===== src/rtl/rsa256_wrapper.sv =====
`default_nettype none
// ============================================================================
//  Module  : rsa256_wrapper
//  Brief   : Feeds an RSA-256 core from a UART-style Avalon-MM byte stream.
//            Loads the keys N and D once, then for each block loads A, runs
//            the core and sends back the 31 low-order result bytes.
//  Rev     : 1.0  initial release
// ============================================================================
module rsa256_wrapper #(
    parameter int RX_ADDR   = 0,
    parameter int TX_ADDR   = 4,
    parameter int STAT_ADDR = 8,
    parameter int RX_OK_BIT = 7,
    parameter int TX_OK_BIT = 6,
    parameter int OUT_BYTES = 31
) (
    input  logic         i_clk,
    input  logic         i_rst,
    output logic [4:0]   avm_address,
    output logic         avm_read,
    input  logic [31:0]  avm_readdata,
    output logic         avm_write,
    output logic [31:0]  avm_writedata,
    input  logic         avm_waitrequest,
    output logic         o_core_start,
    output logic [255:0] o_core_n,
    output logic [255:0] o_core_d,
    output logic [255:0] o_core_a,
    input  logic [255:0] i_core_result,
    input  logic         i_core_finished,
    output logic         o_key_loaded
);

    localparam logic [4:0] c_RX_ADDR   = RX_ADDR[4:0];
    localparam logic [4:0] c_TX_ADDR   = TX_ADDR[4:0];
    localparam logic [4:0] c_STAT_ADDR = STAT_ADDR[4:0];
    localparam logic [5:0] c_OUT_BYTES = OUT_BYTES[5:0];
    localparam logic [5:0] c_KEY_BYTES = 6'd32;

    typedef enum logic [2:0] {
        S_Q_RX  = 3'd0,
        S_RD    = 3'd1,
        S_START = 3'd2,
        S_CALC  = 3'd3,
        S_Q_TX  = 3'd4,
        S_WR    = 3'd5
    } state_t;

    typedef enum logic [1:0] {
        PH_LOAD_N = 2'd0,
        PH_LOAD_D = 2'd1,
        PH_LOAD_A = 2'd2
    } phase_t;

    state_t        r_state, w_state;
    phase_t        r_phase, w_phase;
    logic [5:0]    r_cnt, w_cnt;
    logic [255:0]  r_n, w_n;
    logic [255:0]  r_d, w_d;
    logic [255:0]  r_a, w_a;
    logic [255:0]  r_res, w_res;
    logic          r_read, w_read;
    logic          r_write, w_write;
    logic [4:0]    r_addr, w_addr;
    logic [7:0]    r_wdata, w_wdata;
    logic          r_start, w_start;
    logic          r_key_loaded, w_key_loaded;

    logic          w_rd_done;
    logic          w_wr_done;
    logic [5:0]    w_cnt_inc;
    logic          w_unused;

    assign w_rd_done = r_read && !avm_waitrequest;
    assign w_wr_done = r_write && !avm_waitrequest;
    assign w_cnt_inc = r_cnt + 6'd1;
    assign w_unused  = ^avm_readdata[31:8];

    always_ff @(posedge i_clk or posedge i_rst) begin
        if (i_rst) begin
            r_state      <= S_Q_RX;
            r_phase      <= PH_LOAD_N;
            r_cnt        <= '0;
            r_n          <= '0;
            r_d          <= '0;
            r_a          <= '0;
            r_res        <= '0;
            r_read       <= 1'b1;
            r_write      <= 1'b0;
            r_addr       <= c_STAT_ADDR;
            r_wdata      <= '0;
            r_start      <= 1'b0;
            r_key_loaded <= 1'b0;
        end else begin
            r_state      <= w_state;
            r_phase      <= w_phase;
            r_cnt        <= w_cnt;
            r_n          <= w_n;
            r_d          <= w_d;
            r_a          <= w_a;
            r_res        <= w_res;
            r_read       <= w_read;
            r_write      <= w_write;
            r_addr       <= w_addr;
            r_wdata      <= w_wdata;
            r_start      <= w_start;
            r_key_loaded <= w_key_loaded;
        end
    end

    // Bus request/address/data only move on a completed transfer, so they
    // stay frozen for as long as the peripheral stalls.
    always_comb begin
        w_state      = r_state;
        w_phase      = r_phase;
        w_cnt        = r_cnt;
        w_n          = r_n;
        w_d          = r_d;
        w_a          = r_a;
        w_res        = r_res;
        w_read       = r_read;
        w_write      = r_write;
        w_addr       = r_addr;
        w_wdata      = r_wdata;
        w_start      = 1'b0;
        w_key_loaded = r_key_loaded;

        case (r_state)
            S_Q_RX: begin
                if (w_rd_done && avm_readdata[RX_OK_BIT]) begin
                    w_state = S_RD;
                    w_addr  = c_RX_ADDR;
                end
            end
            S_RD: begin
                if (w_rd_done) begin
                    case (r_phase)
                        PH_LOAD_N: w_n = {r_n[247:0], avm_readdata[7:0]};
                        PH_LOAD_D: w_d = {r_d[247:0], avm_readdata[7:0]};
                        default:   w_a = {r_a[247:0], avm_readdata[7:0]};
                    endcase
                    w_addr  = c_STAT_ADDR;
                    w_state = S_Q_RX;
                    w_cnt   = w_cnt_inc;
                    if (w_cnt_inc == c_KEY_BYTES) begin
                        w_cnt = '0;
                        case (r_phase)
                            PH_LOAD_N: w_phase = PH_LOAD_D;
                            PH_LOAD_D: begin
                                w_phase      = PH_LOAD_A;
                                w_key_loaded = 1'b1;
                            end
                            default: begin
                                w_state = S_START;
                                w_read  = 1'b0;
                                w_start = 1'b1;
                            end
                        endcase
                    end
                end
            end
            S_START: begin
                w_state = S_CALC;
            end
            S_CALC: begin
                if (i_core_finished) begin
                    w_res   = i_core_result;
                    w_state = S_Q_TX;
                    w_read  = 1'b1;
                    w_addr  = c_STAT_ADDR;
                end
            end
            S_Q_TX: begin
                if (w_rd_done && avm_readdata[TX_OK_BIT]) begin
                    w_state = S_WR;
                    w_read  = 1'b0;
                    w_write = 1'b1;
                    w_addr  = c_TX_ADDR;
                    w_wdata = r_res[247:240];
                end
            end
            S_WR: begin
                if (w_wr_done) begin
                    w_res   = {r_res[247:0], 8'h00};
                    w_write = 1'b0;
                    w_read  = 1'b1;
                    w_addr  = c_STAT_ADDR;
                    // Top byte of the result is never sent: 31 bytes per block.
                    if (w_cnt_inc == c_OUT_BYTES) begin
                        w_cnt   = '0;
                        w_state = S_Q_RX;
                    end else begin
                        w_cnt   = w_cnt_inc;
                        w_state = S_Q_TX;
                    end
                end
            end
            default: begin
                w_state = S_Q_RX;
                w_read  = 1'b1;
                w_write = 1'b0;
                w_addr  = c_STAT_ADDR;
            end
        endcase
    end

    assign avm_address   = r_addr;
    assign avm_read      = r_read;
    assign avm_write     = r_write;
    assign avm_writedata = {24'h000000, r_wdata};
    assign o_core_start  = r_start;
    assign o_core_n      = r_n;
    assign o_core_d      = r_d;
    assign o_core_a      = r_a;
    assign o_key_loaded  = r_key_loaded;

endmodule
`default_nettype wire

===== config.mk =====
export PLATFORM = sky130hd
export DESIGN_NAME = rsa256_wrapper
export DESIGN_NICKNAME = d
export VERILOG_FILES = /design/src/rtl/rsa256_wrapper.sv
export SDC_FILE = /design/constraint.sdc
export NUM_CORES = 2
export LEC_CHECK = 0
export CAP_MARGIN = 15
export CORE_AREA = 8 8 429 431
export CTS_CLUSTER_SIZE = 10
export DETAILED_ROUTE_END_ITERATION = 6
export DIE_AREA = 0 0 437 439
export GPL_TIMING_DRIVEN = 0
export PLACE_DENSITY_LB_ADDON = 0.2
export SLEW_MARGIN = 20
export SYNTH_ARGS = -nofsm -noshare
export SYNTH_HDL_FRONTEND = slang
export SYNTH_SLANG_ARGS = --single-unit

===== constraint.sdc =====
create_clock -name i_clk -period 99.4 [get_ports i_clk]
set_input_delay 19.88 -clock i_clk [delete_from_list [all_inputs] [get_ports i_clk]]
set_output_delay 19.88 -clock i_clk [all_outputs]
set_load 0.005 [all_outputs]

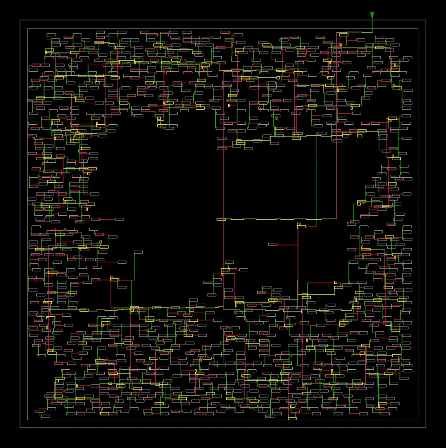
Fig. 1. The clock network.
Layout Skew: 23.5 ps
Worst-Skew Late Latency: 790 ps

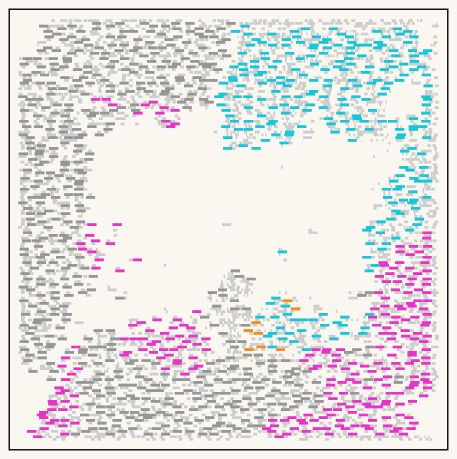
Fig. 2. Sequential cells coloured by netlist name.
Scale: 1 px per um. Other sequential cells in the stronger grey, the rest of the logic in the fainter grey.
Magenta shows o_core_d, placed flops 256. Orange shows r_wdata, placed flops 8, where bottom middle. Cyan shows r_res, placed flops 248.
register area: 26100 sq um
sequential power: 0.424 mW
fin util: 33.3%
Seq area share: 44.2%

==> results.yml <==
# generated from flow reports
worst_setup_path:
  worstSetupPathType: "primary input to asynchronous set/reset pin"
  crit_chain: "clkdlybuf4s50_1, inv_8, buf_16, buf_16, buf_16, buf_16, buf_16, buf_16"
  cp-end-kind: "asynchronous set/reset pin"
  slowest_stage: "clkdlybuf4s50_1"
  r2r_start: "r_state[1]"
  critPathBufInv: 8
  max_stage_delay_ps: 490
  cp_top_family: "buffers and inverters"
  worstPathArrival_ps: 23330
  path_max_fanout: 92
  crit_path_start: "i_rst"
  cp.required_ps: 100330
  reg2regPathDepth: 6
  reg2reg_slack_ps: 96530
  reg2reg_to: "r_res[141]"
  cp-endpoint: "o_core_a[11]"
  worst-path-stages: 8
  startpoint_type: "primary input"
  worst_path_most_repeated_cell: "buf_16"
power:
  switching_share_pct: 22.7
  p_comb_share_pct: 2.9
  power_clock_mw: 0.441
  comb_cell_power_mw: 0.0262
  pwr-share-clk_pct: 49.5
  power.switching_mw: 0.203
  p_int_mw: 0.689
  maxPowerGroup: "clock"
  p_total_mw: 0.892
  power_density_nw_per_um2: 15.1
  p_leak_nw: 26.8
  vdd_drop_max_v: 0.0000162
worst_hold_path:
  min_from: "o_key_loaded"
  min_to: "o_key_loaded"
  whs_path_depth: 1
grt:
  grt_pass1_wl_mm: 227
  grt_antenna_before_repair: 27
  top_usage_layer: "met2"
  grt_usage_pct: 16.1
  overflow: 0
  grt_pass1_vias: 29000
  use_met1_pct: 18.4
  grtUsageMet2_pct: 28.9
  grt_use_met3_pct: 4.93
cts:
  clock_path_buffers: 3
  hold_buffers: 0
  tritoncts: "built"
  cts_setup_buffers: 0
  numCtsBuffers: 132
  cts_max_level: 4
  cts.repair.resized: 0
  root_buffer: "clkbuf_16"
final_timing:
  maxSlewHeadroom_pct: 42.3
  final_hold_viol_count: 0
  tns_ps: 0
  fmax_ghz: 0.0446
  final_max_slew_viol_count: 0
  setup_viol: 0
  period_minus_slack_ps: 22400
  fin_crit_sh_pct: 22.5
  rsz0062_at_grt: "no"
  whs_ps: 465
detailed_routing:
  first_iter_violations: 1328
  highest_layer: "met4"
  route.met3.wl_mm: 9.68
  vias: 27900
  wl_met2_mm: 84.4
  wl_per_cell_um: 24.6
  drt-met1-wl_mm: 62.4
  final_antenna_net_count: 0
  drt_first_pass_iters: 5
  wirelength_mm: 161
  drc_errors: 0
layout:
  comb_cells: 1656
  layout_top_cell: "clkdlybuf4s50_1"
  final-nonclk-buf-share_pct: 20.3
  antenna_cells: 21
  nNetsFinal: 4385
  fillers: 17900
  clkbuf_count: 180
  area.growth.synth_to_final_pct: 42.9
  final_area_sq_um: 59000
  final_cell_mix: "clkdlybuf4s50_1 (1041), dfrtp_1 (1039), mux2_2 (757)"
  final_cell_count_no_fill: 6535
  combGateArea_sq_um: 14100
  clock_area_share_pct: 6.49
  design.seq.count: 1041
  comb_share_pct: 23.9
  num-nonclk-buffers: 1255
  drive_gt1_share_pct: 26.5
yosys:
  synth_chip_area_sq_um: 41300
  synthAoiAreaFrac_pct: 3.50
  ys_sh_xor_pct: 0.0424
  ys_ff: 1041
  yosysTopAreaCell: "dfrtp_1"
  top_cells_by_count: "dfrtp_1 (1039), mux2_2 (757), nand2_1 (277)"
  synth_cells: 2877
  syn_avg_cell_area_sq_um: 14.3
  synthTopCellsByArea: "dfrtp_1 (63%), mux2_2 (21%), mux2i_1 (5.9%), o21ai_0 (3.1%), nand2_1 (2.5%)"
  simple_gate_area_share_pct: 3.31
  synth_seq_share_pct: 63.1
  synthDistinctLibCells: 47
  ys.warnings.count: 0
  top_cell_area_share_pct: 63.0
  adder_share_pct: 0.0606
  ys_cells: 2877
  logic_family: "multiplexers"
place:
  post-place-cells: 6312
  place_area_sq_um: 55100
  place_congestion: 0.802
  dp_hpwl_mm: 127
  pre_cts_ws_ps: 76110
floorplanning:
  die_w_um: 437
  chip_area_sq_um: 192000
  die_y_um: 439
  rows: 155
  nWellTaps: 2355
run:
  openroad.warnings: 61
  maxCapViolCount: 0
outcome:
  status: "complete, no violations"
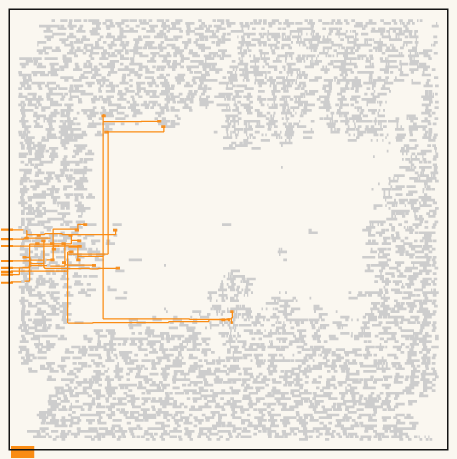
Fig. 3. Nets reached from selected ports.
Scale: 1 px per um.
Orange shows avm_readdata, direction input, edge 24 bottom, 8 left, end cells 28, buffers 8, wire 1700 um.
IO Pins: 1101
I/O Buffers: 1041

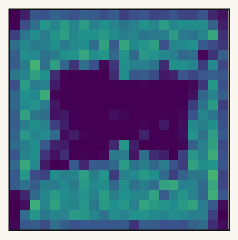
Fig. 4. Cell density map.
Scale: 0.5 px per um. 22 x 22 tiles, from dark purple (low) to yellow (high), 0 to 100% covered.
The fullest tile reaches 65%. 21% of the tiles are nearly empty. The emptiest ninth of the die: middle. The mean over all tiles is 29%.
Core Util at FP: 23.3%
core area: 177000 sq um

Power figures rest on the tool's default switching activity, not on a simulated workload.
